Fig. 1: routing congestion
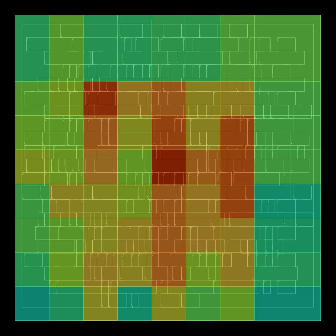
Fig. 2: M1 wires
(4 px per um)
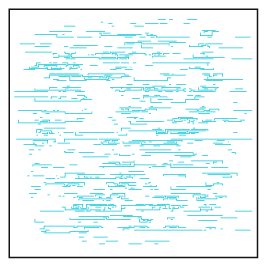
Fig. 3: where the registers sit
(8 px per um)
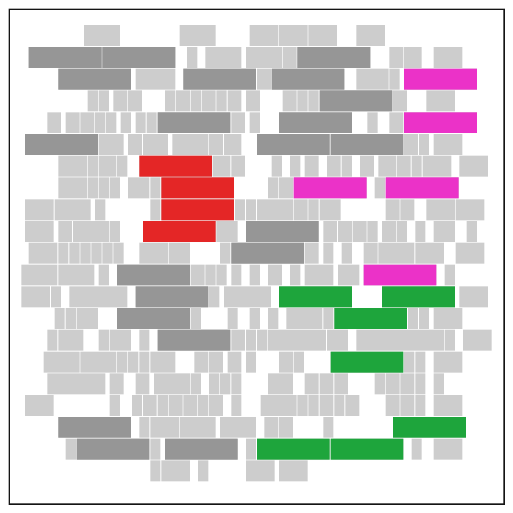
File: config.mk
export PLATFORM = sky130hd
export DESIGN_NAME = approx_error_sweeper_flat
export DESIGN_NICKNAME = d
export VERILOG_FILES = /design/src/rtl/approx_error_sweeper_if.sv /design/src/rtl/approx_error_sweeper.sv /design/src/flat_wrapper.sv
export SDC_FILE = /design/constraint.sdc
export NUM_CORES = 1
export LEC_CHECK = 0
export ABC_AREA = 1
export CAP_MARGIN = 15
export CORE_UTILIZATION = 57
export DETAILED_ROUTE_END_ITERATION = 8
export PLACE_DENSITY = 0.84
export SYNTH_ARGS = -nofsm -noshare
export SYNTH_HDL_FRONTEND = slang
export SYNTH_SLANG_ARGS = --single-unit
export TNS_END_PERCENT = 5
File: constraint.sdc
create_clock -name clk -period 6 [get_ports clk]
set_clock_uncertainty 0.15 [all_clocks]
set_input_delay 1.8 -clock clk [delete_from_list [all_inputs] [get_ports clk]]
set_output_delay 1.8 -clock clk [all_outputs]
set_load 0.005 [all_outputs]
File: src/rtl/approx_error_sweeper_if.sv
// Bundle between the error sweeper, its controller and the approximate circuit
// under evaluation: sweep control, the vector/result bus and the error statistics.
interface approx_error_sweeper_if #(
    parameter int N_IN  = 4,
    parameter int N_OUT = 3
);
    logic                    start;
    logic [N_IN-1:0]         dut_in;
    logic [N_OUT-1:0]        dut_out;
    logic                    busy;
    logic                    done;
    logic                    pass;
    logic [N_OUT-1:0]        max_err;
    logic [N_OUT+N_IN-1:0]   sum_err;
    logic [N_IN:0]           fail_count;
    logic [N_IN-1:0]         first_fail_vec;
    logic                    first_fail_valid;

    modport slave (
        input  start, dut_out,
        output dut_in, busy, done, pass, max_err, sum_err,
               fail_count, first_fail_vec, first_fail_valid
    );

    modport master (
        output start, dut_out,
        input  dut_in, busy, done, pass, max_err, sum_err,
               fail_count, first_fail_vec, first_fail_valid
    );
endinterface

File: src/rtl/approx_error_sweeper.sv
// Exhaustive sweep of an approximate |a-b| circuit: drives every input vector,
// compares the returned result against the exact value and accumulates error statistics.
module approx_error_sweeper #(
    parameter int N_IN  = 4,
    parameter int N_OUT = 3,
    parameter int ET    = 4,
    parameter int LAT   = 0
) (
    input  logic                   clk,
    input  logic                   rst,
    approx_error_sweeper_if.slave  bus
);

    localparam int HALF  = N_IN / 2;
    localparam int DWM   = (N_OUT > HALF) ? N_OUT : HALF;
    localparam int SUM_W = N_OUT + N_IN;
    localparam int CNT_W = N_IN + 1;
    localparam logic [N_IN-1:0] LAST_VEC = {N_IN{1'b1}};

    typedef enum logic [1:0] {
        IDLE  = 2'd0,
        SWEEP = 2'd1,
        DRAIN = 2'd2,
        DONE  = 2'd3
    } state_t;

    function automatic logic [DWM-1:0] abs_diff(input logic [DWM-1:0] x,
                                                 input logic [DWM-1:0] y);
        logic signed [DWM:0] d;
        d = $signed({1'b0, x}) - $signed({1'b0, y});
        if (d < 0) d = -d;
        return d[DWM-1:0];
    endfunction

    state_t            state_q, state_d;
    logic [N_IN-1:0]   vec_q, vec_d;
    logic              busy_q, busy_d;
    logic              done_q, done_d;
    logic              clr;
    logic              go_done;

    logic [N_IN-1:0]   drv_vec;
    logic              drv_vld;
    logic [N_IN-1:0]   line_tag;
    logic              line_vld;

    logic [DWM-1:0]    a_ext, b_ext, out_ext, exact_w, err_full;
    logic [N_OUT-1:0]  err_w;

    logic              cap_vld_q;
    logic [N_IN-1:0]   cap_tag_q;
    logic [N_OUT-1:0]  cap_err_q;
    logic              acc_last;

    logic [N_OUT-1:0]  max_q, max_d;
    logic [SUM_W-1:0]  sum_q, sum_d;
    logic [CNT_W-1:0]  fail_q, fail_d;
    logic [N_IN-1:0]   ffv_q, ffv_d;
    logic              ffval_q, ffval_d;
    logic              pass_q, pass_d;

    assign drv_vld = (state_q == SWEEP);
    assign drv_vec = drv_vld ? vec_q : '0;

    // Tag delay line: keeps the vector identity aligned with the DUT's latency
    generate
        if (LAT == 0) begin : g_no_delay
            assign line_tag = drv_vec;
            assign line_vld = drv_vld;
        end else begin : g_delay
            logic [N_IN-1:0] tag_q [LAT];
            logic [LAT-1:0]  tvld_q;

            always_ff @(posedge clk or posedge rst) begin
                if (rst) begin
                    for (int i = 0; i < LAT; i++) tag_q[i] <= '0;
                    tvld_q <= '0;
                end else begin
                    tag_q[0]  <= drv_vec;
                    tvld_q[0] <= drv_vld;
                    for (int i = 1; i < LAT; i++) begin
                        tag_q[i]  <= tag_q[i-1];
                        tvld_q[i] <= tvld_q[i-1];
                    end
                end
            end

            assign line_tag = tag_q[LAT-1];
            assign line_vld = tvld_q[LAT-1];
        end
    endgenerate

    assign a_ext    = DWM'(line_tag[HALF-1:0]);
    assign b_ext    = DWM'(line_tag[N_IN-1:HALF]);
    assign out_ext  = DWM'(bus.dut_out);
    assign exact_w  = abs_diff(a_ext, b_ext);
    assign err_full = abs_diff(out_ext, exact_w);
    assign err_w    = err_full[N_OUT-1:0];

    // Capture stage: error and tag of the vector whose result is on dut_out now
    always_ff @(posedge clk or posedge rst) begin
        if (rst) begin
            cap_vld_q <= 1'b0;
            cap_tag_q <= '0;
            cap_err_q <= '0;
        end else begin
            cap_vld_q <= line_vld;
            cap_tag_q <= line_tag;
            cap_err_q <= err_w;
        end
    end

    assign acc_last = cap_vld_q && (cap_tag_q == LAST_VEC);

    always_comb begin
        state_d = state_q;
        vec_d   = vec_q;
        busy_d  = busy_q;
        done_d  = 1'b0;
        clr     = 1'b0;
        go_done = 1'b0;
        case (state_q)
            IDLE: begin
                if (bus.start) begin
                    clr     = 1'b1;
                    vec_d   = '0;
                    busy_d  = 1'b1;
                    state_d = SWEEP;
                end
            end
            SWEEP: begin
                if (vec_q == LAST_VEC) begin
                    vec_d   = '0;
                    state_d = DRAIN;
                end else begin
                    vec_d = vec_q + N_IN'(1);
                end
            end
            DRAIN: begin
                if (acc_last) begin
                    go_done = 1'b1;
                    done_d  = 1'b1;
                    state_d = DONE;
                end
            end
            DONE: begin
                busy_d  = 1'b0;
                state_d = IDLE;
            end
            default: state_d = IDLE;
        endcase
    end

    always_ff @(posedge clk or posedge rst) begin
        if (rst) begin
            state_q <= IDLE;
            vec_q   <= '0;
            busy_q  <= 1'b0;
            done_q  <= 1'b0;
        end else begin
            state_q <= state_d;
            vec_q   <= vec_d;
            busy_q  <= busy_d;
            done_q  <= done_d;
        end
    end

    // Accumulate stage; pass is judged on the max that includes the final vector
    always_comb begin
        max_d   = max_q;
        sum_d   = sum_q;
        fail_d  = fail_q;
        ffv_d   = ffv_q;
        ffval_d = ffval_q;
        pass_d  = pass_q;
        if (clr) begin
            max_d   = '0;
            sum_d   = '0;
            fail_d  = '0;
            ffv_d   = '0;
            ffval_d = 1'b0;
            pass_d  = 1'b0;
        end else if (cap_vld_q) begin
            if (cap_err_q > max_q) max_d = cap_err_q;
            sum_d = sum_q + SUM_W'(cap_err_q);
            if (int'(cap_err_q) > ET) begin
                fail_d = fail_q + CNT_W'(1);
                if (!ffval_q) begin
                    ffv_d   = cap_tag_q;
                    ffval_d = 1'b1;
                end
            end
        end
        if (go_done) pass_d = (int'(max_d) <= ET);
    end

    always_ff @(posedge clk or posedge rst) begin
        if (rst) begin
            max_q   <= '0;
            sum_q   <= '0;
            fail_q  <= '0;
            ffv_q   <= '0;
            ffval_q <= 1'b0;
            pass_q  <= 1'b0;
        end else begin
            max_q   <= max_d;
            sum_q   <= sum_d;
            fail_q  <= fail_d;
            ffv_q   <= ffv_d;
            ffval_q <= ffval_d;
            pass_q  <= pass_d;
        end
    end

    assign bus.dut_in           = drv_vec;
    assign bus.busy             = busy_q;
    assign bus.done             = done_q;
    assign bus.pass             = pass_q;
    assign bus.max_err          = max_q;
    assign bus.sum_err          = sum_q;
    assign bus.fail_count       = fail_q;
    assign bus.first_fail_vec   = ffv_q;
    assign bus.first_fail_valid = ffval_q;

endmodule

File: src/flat_wrapper.sv
// flat-port wrapper written by rule: the top's interface ports become plain ports
module approx_error_sweeper_flat 
#(
    parameter int N_IN  = 4,
    parameter int N_OUT = 3,
    parameter int ET    = 4,
    parameter int LAT   = 0
)
  (clk, rst, bus_start, bus_dut_out, bus_dut_in, bus_busy, bus_done, bus_pass, bus_max_err, bus_sum_err, bus_fail_count, bus_first_fail_vec, bus_first_fail_valid);
  approx_error_sweeper_if #(.N_IN(N_IN), .N_OUT(N_OUT)) bus_i ();
  input  logic clk;
  input  logic rst;
  input wire logic [$bits(bus_i.start)-1:0] bus_start;
  input wire logic [$bits(bus_i.dut_out)-1:0] bus_dut_out;
  output wire logic [$bits(bus_i.dut_in)-1:0] bus_dut_in;
  output wire logic [$bits(bus_i.busy)-1:0] bus_busy;
  output wire logic [$bits(bus_i.done)-1:0] bus_done;
  output wire logic [$bits(bus_i.pass)-1:0] bus_pass;
  output wire logic [$bits(bus_i.max_err)-1:0] bus_max_err;
  output wire logic [$bits(bus_i.sum_err)-1:0] bus_sum_err;
  output wire logic [$bits(bus_i.fail_count)-1:0] bus_fail_count;
  output wire logic [$bits(bus_i.first_fail_vec)-1:0] bus_first_fail_vec;
  output wire logic [$bits(bus_i.first_fail_valid)-1:0] bus_first_fail_valid;
  assign bus_i.start = bus_start;
  assign bus_i.dut_out = bus_dut_out;
  assign bus_dut_in = bus_i.dut_in;
  assign bus_busy = bus_i.busy;
  assign bus_done = bus_i.done;
  assign bus_pass = bus_i.pass;
  assign bus_max_err = bus_i.max_err;
  assign bus_sum_err = bus_i.sum_err;
  assign bus_fail_count = bus_i.fail_count;
  assign bus_first_fail_vec = bus_i.first_fail_vec;
  assign bus_first_fail_valid = bus_i.first_fail_valid;
  approx_error_sweeper #(.N_IN(N_IN), .N_OUT(N_OUT), .ET(ET), .LAT(LAT)) u_core (.clk(clk), .rst(rst), .bus(bus_i));
endmodule
==> reports/metrics.yaml <==
power:
  maxPowerGroup: "combinational logic"
  p_clk_mw: 0.179
  p_int_mw: 0.6699
  p_seq_share_pct: 34.9
  switching_share_pct: 40.96
  cellLeakagePower_nw: 1.264
  powerDensity_nw_per_um2: 456.6
  comb_power_share_pct: 49.3
  total_power_mw: 1.135
  power.switching_mw: 0.4648
  peakVddDrop_mv: 0.2343
  p_comb_mw: 0.560
  clkPwrFrac_pct: 15.7
sta:
  rsz0062_at_grt: "false"
  max_slew_margin_pct: 70.01
  slew_viol_final: 0
  tns_ps: 0
  fin_crit_sh_pct: 65.05
  layout_setup_ws_ps: 2097
  layout_min_cycle_time_ps: 3903
  final-setup-viol-count: 0
  clock.fmax_mhz: 256.2
  finalHoldViolations: 0
  hold_slack_ps: 377.0
  worstMarginPinSlew_ps: 449.8
setup_path:
  cp_slowest_cell: "clkdlybuf4s50_1"
  startpoint_type: "flip-flop"
  worstPathCellList: "inv_1 -> ha_1 -> nand2_1 -> inv_1 -> clkdlybuf4s50_1"
  cp_max_fo: 9
  path_class: "flip-flop to output port"
  worstRegToRegCells: 16
  cp-startpoint: "u_core.state_q[1]"
  r2r-end: "u_core.cap_err_q[2]"
  cp-endpoint: "bus_dut_in[3]"
  r2r-start: "u_core.state_q[1]"
  end_kind: "output port"
  critPathArrivalTime_ps: 1950
  cp.depth: 5
  critPathTopFamily: "buffers and inverters"
  crit_buf_inv: 3
  cp.required_ps: 4050
  slowest_delay_ps: 510
  crit_top_cell: "inv_1"
  r2r_setup_slack_ps: 2400
synthesis:
  ys_sh_simple_pct: 19.04
  synth_area_um2: 2031
  common_cells: "inv_1 (47), nand2_1 (39), dfrtp_1 (37)"
  synth_seq_share_pct: 45.59
  adder_share_pct: 14.05
  numSynthFlops: 37
  yosys-stat-area_um2: 2031
  top_cells_by_area: "dfrtp_1 (46%), ha_1 (11%), inv_1 (8.7%)"
  most_common_cell: "inv_1"
  ys_async_sr_fraction_pct: 100.0
  top_logic_kind: "simple AND/OR/NAND/NOR gates"
  ff_type: "dfrtp_1"
  syn_area_per_cell_um2: 8.568
  ys_sh_xor_pct: 1.725
  synth_top_area_share_pct: 45.59
  ys_sh_mux_pct: 0
  ys_warn_count: 0
  ys_types: 25
  top_area_cell: "dfrtp_1"
  aoi_share_pct: 9.304
  synthCells: 237
  syn_nets: 264
  enable_flop_cells: 0
  yosys_cells: 237
grt:
  grt_busiest_layer: "met2"
  grtUsageMet3_pct: 4.622
  grt_first_pass_wirelength_mm: 6.617
  antenna_found_initial: 0
  grt_pass1_vias: 1567
  grt_max_degree: 38
  overflow: 0
  use_met2_pct: 39.48
layout:
  fin_area_um2: 2485
  fillerInstances: 268
  final_cell_mix: "inv_1 (47), nand2_1 (39), dfrtp_1 (37)"
  num_antenna_cells: 0
  final_common_cell: "inv_1"
  num-nets-final: 301
  synthToLayoutAreaGrowth_pct: 22.37
  drive_gt1_share_pct: 5.818
  finalNonFillerCells: 321
  mi_logic_area_um2: 895.9
worst_hold_path:
  hold_depth: 2
  min_from: "u_core.cap_tag_q[2]"
  whs_endpoint: "u_core.bus.first_fail_vec[2]"
  hold_path_class: "flip-flop to flip-flop"
clock_tree:
  cts-hold-fix-buffers: 0
  clock_latency_ps: 330
  path_clk_slew_ps: 120
  clockBufferDepth: 2
  cts_buffers: 5
  cts_root_buf: "clkbuf_4"
  postCtsSetupRepairBufs: 0
  htreeDepth: 2
  cts_tree: "built"
  cts_resized: 0
  cts.sinks: 37
detailed_routing:
  firstDrtPassIters: 4
  initialDrtViolationCount: 96
  wl_met1_mm: 1.702
  ant_nets: 0
  drc: 0
  wire_per_inst_um: 11.59
  dr.max_layer_used: "met4"
  wl_met2_mm: 1.816
  viasPerCell: 5.040
  wl_met3_um: 146
floorplan:
  die_x_um: 61.69
  chipArea_um2: 3805
  num_io_pins: 33
  die_y_um: 61.69
  design.core.area_um2: 3363
  fp_util_pct: 60.38
  floorplan.rows: 21
place:
  io_buffers: 32
  gp_congestion: 0.8007
  dp_hpwl_mm: 2.874
  dp_slack_ps: 2302
  postPlaceCellArea_um2: 2396
  dp.cells: 313
job:
  warning_count: 29
  max-cap-violations: 0
outcome:
  status: "finished clean"
-- Fig. 1 (at the start) --
Finished Core Util: 73.88%
gr usage total: 23.72%
GRT met1 Usage: 31.19%

-- Fig. 2 (at the start) --
The layer carries 1700 um of wire. The wires run mostly horizontal.
via count: 1618
Routed WL: 3.719 mm

-- Fig. 3 (at the start) --
Key: `u_core.bus.fail_count` = magenta [flops 5]; `u_core.bus.sum_err` = green [flops 7]; `u_core.cap_tag_q` = red [flops 4]
Another 21 sequential cells are not coloured.
Seq area share: 37.26%
Flop area: 925.9 um^2
Sequential Power: 0.396 mW

registers in the layout, summed over array words and instances, names as in the netlist:
register,count
u_core.bus.busy,1
u_core.bus.done,1
u_core.bus.fail_count,5
u_core.bus.first_fail_valid,1
u_core.bus.first_fail_vec,4
u_core.bus.max_err,3
u_core.bus.pass,1
u_core.bus.sum_err,7
u_core.cap_err_q,3
u_core.cap_tag_q,4
u_core.cap_vld_q,1
u_core.state_q,2
u_core.vec_q,4
layout make-up:
class                      instances  area share, %
sequential                        37          37.26
timing repair buffer              33          13.19
clock buffer                       6          2.064
clock inverter                     2          1.511
multi-input combinational        147          36.05
inverter                          50          7.603
tap                               46          2.316
Power figures rest on the tool's default switching activity, not on a simulated workload.
